File: src/rtl/hilo_unit.sv
// rtl/hilo_unit.sv - HI/LO result register pair with MDU pending/drain tracking
//
// Purpose: holds the HI and LO registers written by direct moves, full
// 2*WIDTH writes, multiply-accumulate/subtract and multi-cycle MDU results.
// It tracks a pending MDU op and stalls reads and writes until the result lands.
//
// Ports:
//   clk, reset          rising-edge clock, synchronous active-high reset
//   wr_en/wr_op         direct write request and operation (0 HI, 1 LO, 2 both,
//                       3 acc add, 4 acc sub, 5-7 no-op)
//   wr_hi/wr_lo/wr_prod write data and the 2*WIDTH accumulate operand
//   mdu_start/mdu_done  MDU issue and result-valid strobes
//   mdu_hi/mdu_lo       MDU result
//   flush               pipeline squash
//   rd_req              read-stage consumer of HI/LO
//   hi_rdata/lo_rdata   read data (bypassed when BYPASS=1)
//   rd_stall/wr_stall   hold requests for the read and write sides
//   busy                an MDU op is pending or being drained
module hilo_unit #(
  parameter int WIDTH  = 32,
  parameter bit BYPASS = 1'b1
) (
  input  logic               clk,
  input  logic               reset,
  input  logic               wr_en,
  input  logic [2:0]         wr_op,
  input  logic [WIDTH-1:0]   wr_hi,
  input  logic [WIDTH-1:0]   wr_lo,
  input  logic [2*WIDTH-1:0] wr_prod,
  input  logic               mdu_start,
  input  logic               mdu_done,
  input  logic [WIDTH-1:0]   mdu_hi,
  input  logic [WIDTH-1:0]   mdu_lo,
  input  logic               flush,
  input  logic               rd_req,
  output logic [WIDTH-1:0]   hi_rdata,
  output logic [WIDTH-1:0]   lo_rdata,
  output logic               rd_stall,
  output logic               wr_stall,
  output logic               busy
);

  typedef enum logic [1:0] {
    ST_IDLE  = 2'd0,
    ST_PEND  = 2'd1,
    ST_DRAIN = 2'd2
  } state_t;

  state_t           state_q, state_d;
  logic [WIDTH-1:0] hi_q, hi_d;
  logic [WIDTH-1:0] lo_q, lo_d;

  logic               wr_commit;
  logic [2*WIDTH-1:0] acc_sum;
  logic [2*WIDTH-1:0] acc_diff;

  // Modular 2*WIDTH arithmetic: the carry/borrow out of the top bit is dropped.
  assign acc_sum  = {hi_q, lo_q} + wr_prod;
  assign acc_diff = {hi_q, lo_q} - wr_prod;

  // A direct write only lands when nothing is pending and the same cycle
  // neither starts an MDU op nor squashes the pipeline.
  assign wr_commit = wr_en && (state_q == ST_IDLE) && !mdu_start && !flush;

  always_comb begin
    state_d = state_q;
    hi_d    = hi_q;
    lo_d    = lo_q;

    case (state_q)
      ST_IDLE: begin
        if (mdu_start && !flush) state_d = ST_PEND;
      end
      ST_PEND: begin
        // A result arriving alongside a flush still belongs to an older,
        // committed instruction, so it is written back.
        if (mdu_done) begin
          state_d = ST_IDLE;
          hi_d    = mdu_hi;
          lo_d    = mdu_lo;
        end else if (flush) begin
          state_d = ST_DRAIN;
        end
      end
      ST_DRAIN: begin
        // The squashed op's result is waited out and thrown away.
        if (mdu_done) state_d = ST_IDLE;
      end
      default: state_d = ST_IDLE;
    endcase

    if (wr_commit) begin
      case (wr_op)
        3'd0: hi_d = wr_hi;
        3'd1: lo_d = wr_lo;
        3'd2: begin
          hi_d = wr_hi;
          lo_d = wr_lo;
        end
        3'd3: {hi_d, lo_d} = acc_sum;
        3'd4: {hi_d, lo_d} = acc_diff;
        default: ;
      endcase
    end

    // Reset is folded into the next-state value so that it overrides every
    // input and the bypassed read ports also show zero while it is asserted.
    if (reset) begin
      state_d = ST_IDLE;
      hi_d    = '0;
      lo_d    = '0;
    end
  end

  always_ff @(posedge clk) begin
    state_q <= state_d;
    hi_q    <= hi_d;
    lo_q    <= lo_d;
  end

  assign busy     = (state_q != ST_IDLE);
  assign wr_stall = wr_en && (state_q != ST_IDLE);
  // With bypass, the arriving MDU result is forwarded, so the reader need not wait.
  assign rd_stall = rd_req && (state_q != ST_IDLE) &&
                    !(BYPASS && (state_q == ST_PEND) && mdu_done);

  assign hi_rdata = BYPASS ? hi_d : hi_q;
  assign lo_rdata = BYPASS ? lo_d : lo_q;

endmodule

File: config.mk
export PLATFORM = sky130hd
export DESIGN_NAME = hilo_unit
export DESIGN_NICKNAME = d
export VERILOG_FILES = /design/src/rtl/hilo_unit.sv
export SDC_FILE = /design/constraint.sdc
export NUM_CORES = 1
export LEC_CHECK = 0
export CAP_MARGIN = 15
export CORE_MARGIN = 2
export CORE_UTILIZATION = 55
export CTS_CLUSTER_DIAMETER = 60
export DETAILED_ROUTE_END_ITERATION = 16
export HOLD_SLACK_MARGIN = 0.05
export PLACE_DENSITY = 0.84
export SETUP_SLACK_MARGIN = 0.2
export SYNTH_ARGS = -nofsm -noshare
export SYNTH_HDL_FRONTEND = slang
export SYNTH_SLANG_ARGS = --single-unit
File: constraint.sdc
create_clock -name clk -period 11.5 [get_ports clk]
set_input_delay 2.875 -clock clk [delete_from_list [all_inputs] [get_ports clk]]
set_output_delay 2.875 -clock clk [all_outputs]
set_load 0.01 [all_outputs]
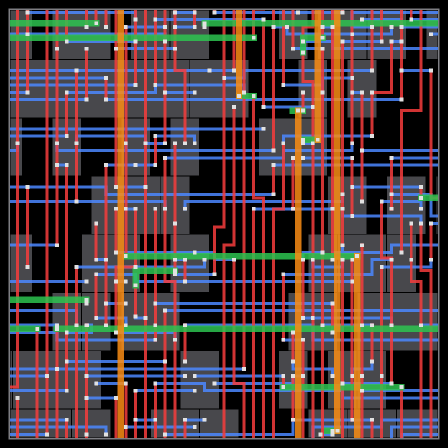
Fig. 1. Close-up of the layout.
Window x 102 to 122, y 102 to 122 um. Cells in gray, sequential cells in the stronger gray; small squares are vias.
- metal 2: red
- metal 3: green
- metal 1: blue
- metal 4: orange
- sequential cells in the window: 0
- most frequent: nand2_1 (7), nor2_1 (6), a21oi_1 (6)
- cells with their middle in the window: 40

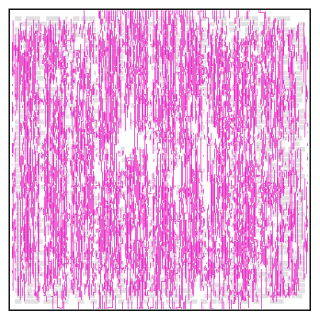
Fig. 2. Met2 routing.
Drawn at 2 px/um. Cells faint in the background.
- nets with wire on the layer: 1898
- longest straight run: 66.0 um

==> out/metrics.csv <==
metric,value,unit
status,completed,
max_slew headroom,23.0,%
Min Hold Slack,0.486,ns
First-pass DRT Iterations,8,
hold path start,state_q[1]$_SDFFE_PP0P_,
cts repair resizes,0,
Post-synth top cells,"a21oi_1, nand2_1, nor2_1",
post-route ant nets,0,
yosys synthesis chip area,11700,sq um
Yosys top cell by area,ha_1,
ys async rst share,0,%
FILL cells,1840,
Iter 0 DRT Violations,1341,
Post-Syn Instances,1739,
worst reg2reg startpoint,hi_q[3]$_DFF_P_,
postcts setup bufs,0,
Mux area share,3.27,%
CP Max Fanout,11,
Critical Path Max Stage Delay,0.89,ns
Max-area cell share,13.6,%
Worst setup EP type,primary output,
Die Y-Extent,150,um
WP data required,8.63,ns
first-pass GRT wire length,78100,um
# DRC,0,
top-level I/O count,269,
R2R depth,12,
setup total negative slack,0,ns
Post-synth regs,66,
Inverters excl. clock,132,
Final Cell Area,14700,sq um
Synth Warn #,0,
WL/cell,23.3,um
aoi share,40.2,%
Port Buffer Count,268,
# diodes,1,
fin nets,2241,
Final clock-cell share,2.18,%
Tap Cells,275,
die area,22400,sq um
ys cells,1739,
TritonCTS clock tree,built,
combinational share of cell area,64.1,%
Commonest flop,dfxtp_1,
final worst-path cycle share,93.4,%
H-Tree Level Count,3,
Hold Fails Final Rpt,0,
final setup margin,0.754,ns
Final HPWL DP,39100,um
"Buffers, non-clock",282,
r2r setup slk,7.16,ns
comb_multi_in,1419,
logic area,9420,sq um
placed cell areas,14400,sq um
Power per Cell Area,75.5,nW/um^2
global route total overflow,0,
Synth Cell Area,11700,sq um
main area contributors,"ha_1, dfxtp_1, a21oi_1, nand2_1, nor2_1",
Setup CP Type,in -> out,
RR Endpoint,hi_q[19]$_DFF_P_,
hold_buf cts,0,
CP arrival,7.87,ns
Reg area,1320,sq um
LEAKAGE,0.00583,uW
CP Launch Point,wr_prod[8],
Top logic family,AND-OR/OR-AND gates,
CP Cell Sequence,"clkdlybuf4s50_1, inv_1, ha_1, o21ai_0, o21a_1, nor4_1, nor3_1, a2111oi_1, nand2_1, a21oi_1, nor4_1, nor2_1, nor3_1, a2111oi_0, clkdlybuf4s50_1",
RSZ-0062 raised after global routing,false,
number of max-cap violations,0,
# rows,53,
Pre-Place Util,55.8,%
tool warning count,90,
initial antenna violation count,1,
die width,150,um
Worst VDD drop,0.0578,mV
Worst path slowest cell,a2111oi_0,
detailed-route via count,15100,
Worst-path clk slew,0.06,ns
Seq area share,9.00,%
share of post-route cells with drive strength above 1,3.50,%
area growth from synthesis to layout,25.6,%
Via density,6.90,
xor/xnor share,2.02,%
Clock Root Buffer,clkbuf_16,
largest net degree at the start of global routing,59,
"Adder Share, Synth",13.9,%
most common cell in the netlist,a21oi_1,
Total Routing Usage GR,44.0,%
Core ar.,21000,sq um
vias in the first global route,14500,
Fin Clk Skew,0.0161,ns
worst hold path type,reg -> reg,
worst slew pin tran,1.13,ns
drt total wl,51000,um
Cell Type Count,78,
fin crit period,10.75,ns
CP startpoint kind,primary input,
largest cell class by area,combinational gates,
Basic Gates by Area,20.9,%
NonClk Buf Share,19.0,%
Place WS,0.882,ns
Nets at Floorplan,2070,
final setup fails,0,
total power,1110,uW
RD Place Congestion,1.07,
syn avg cell area,6.72,sq um
sequential share of the synthesized area,11.3,%
Pins Over Slew Limit,0,
Peak Freq,93.1,MHz
CTS sink cnt,66,
Post-synth EDFFs,0,
critical path endpoint,hi_rdata[7],
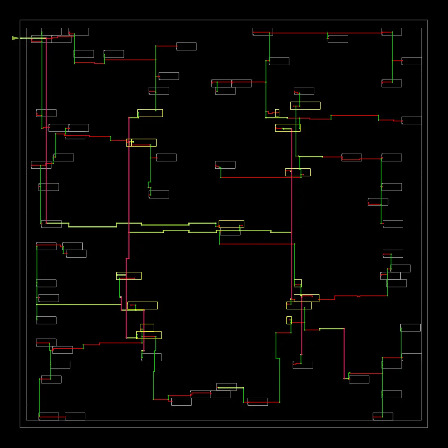
Fig. 3. Clock wiring as the flow saved it.
clk latency late pin: 0.36 ns
clk_buf instances: 11
seq_cells: 66
clock buffer count from CTS: 9
Clock Power: 331 uW

-- worst min path at each step --
stage,end,slack (ns),cells past startpoint
final,state_q[0]$_SDFFE_PP0P_,0.49,1
after detailed placement,state_q[0]$_SDFFE_PP0P_,0.47,1
after global placement,state_q[0]$_SDFFE_PP0P_,0.45,1
after CTS,state_q[0]$_SDFFE_PP0P_,0.48,1
after global routing,state_q[0]$_SDFFE_PP0P_,0.50,1
after floorplan,state_q[0]$_SDFFE_PP0P_,0.43,1
-- flip-flops by register name, summed over array words and instances, names as in the netlist --
name	count
hi_q	32
lo_q	32
state_q	2
-- stage by stage --
| stage | instances | utilization [%] |
|---|---|---|
| 2_1_floorplan | 1739 | - |
| 3_3_place_gp | 2174 | 68.5 |
| 3_5_place_dp | 2174 | 68.5 |
| 4_1_cts | 2190 | 70.1 |
| 5_1_grt | 2190 | 70.1 |
| 6_report | 2191 | 70.1 |
-- metal layers --
metal  vias up  GRT usage (%)  share of wire (%)  wire length [um]
li1       6856              -                  -                 -
met1      6964           53.2                 38             19300
met2      1029           71.7                 45             23000
met3       272           8.99                 11              5360
met4         0           26.7                6.5              3300
met5         -              0                  0                 0
-- where the power goes --
group / internal (uW) / total [uW] / switching [uW]
clock network: 196 / 331 / 135
logic: 212 / 525 / 313
registers: 241 / 253 / 12.3
-- cells in the final DEF, fill, tap and decap left out, types with 28 or more instances in the layout --
master	count
clkdlybuf4s50_1	267
a21oi_1	216
nand2_1	176
nor2_1	132
ha_1	127
inv_1	123
o21ai_0	95
dfxtp_1	66
a221oi_1	48
o21bai_1	38
mux2i_1	36
nor3_1	35
nor4_1	32
nand3_1	29
nand4_1	28
-- critical path, delay by kind of cell --
kind                       cells  cell delay [ns]
adders and majority gates      1             0.47
and+or+nand+nor                6             1.01
AOI/OAI and AO/OA              5             2.22
buffers and inverters          3             1.28
Power is estimated from default activity; no workload was simulated.
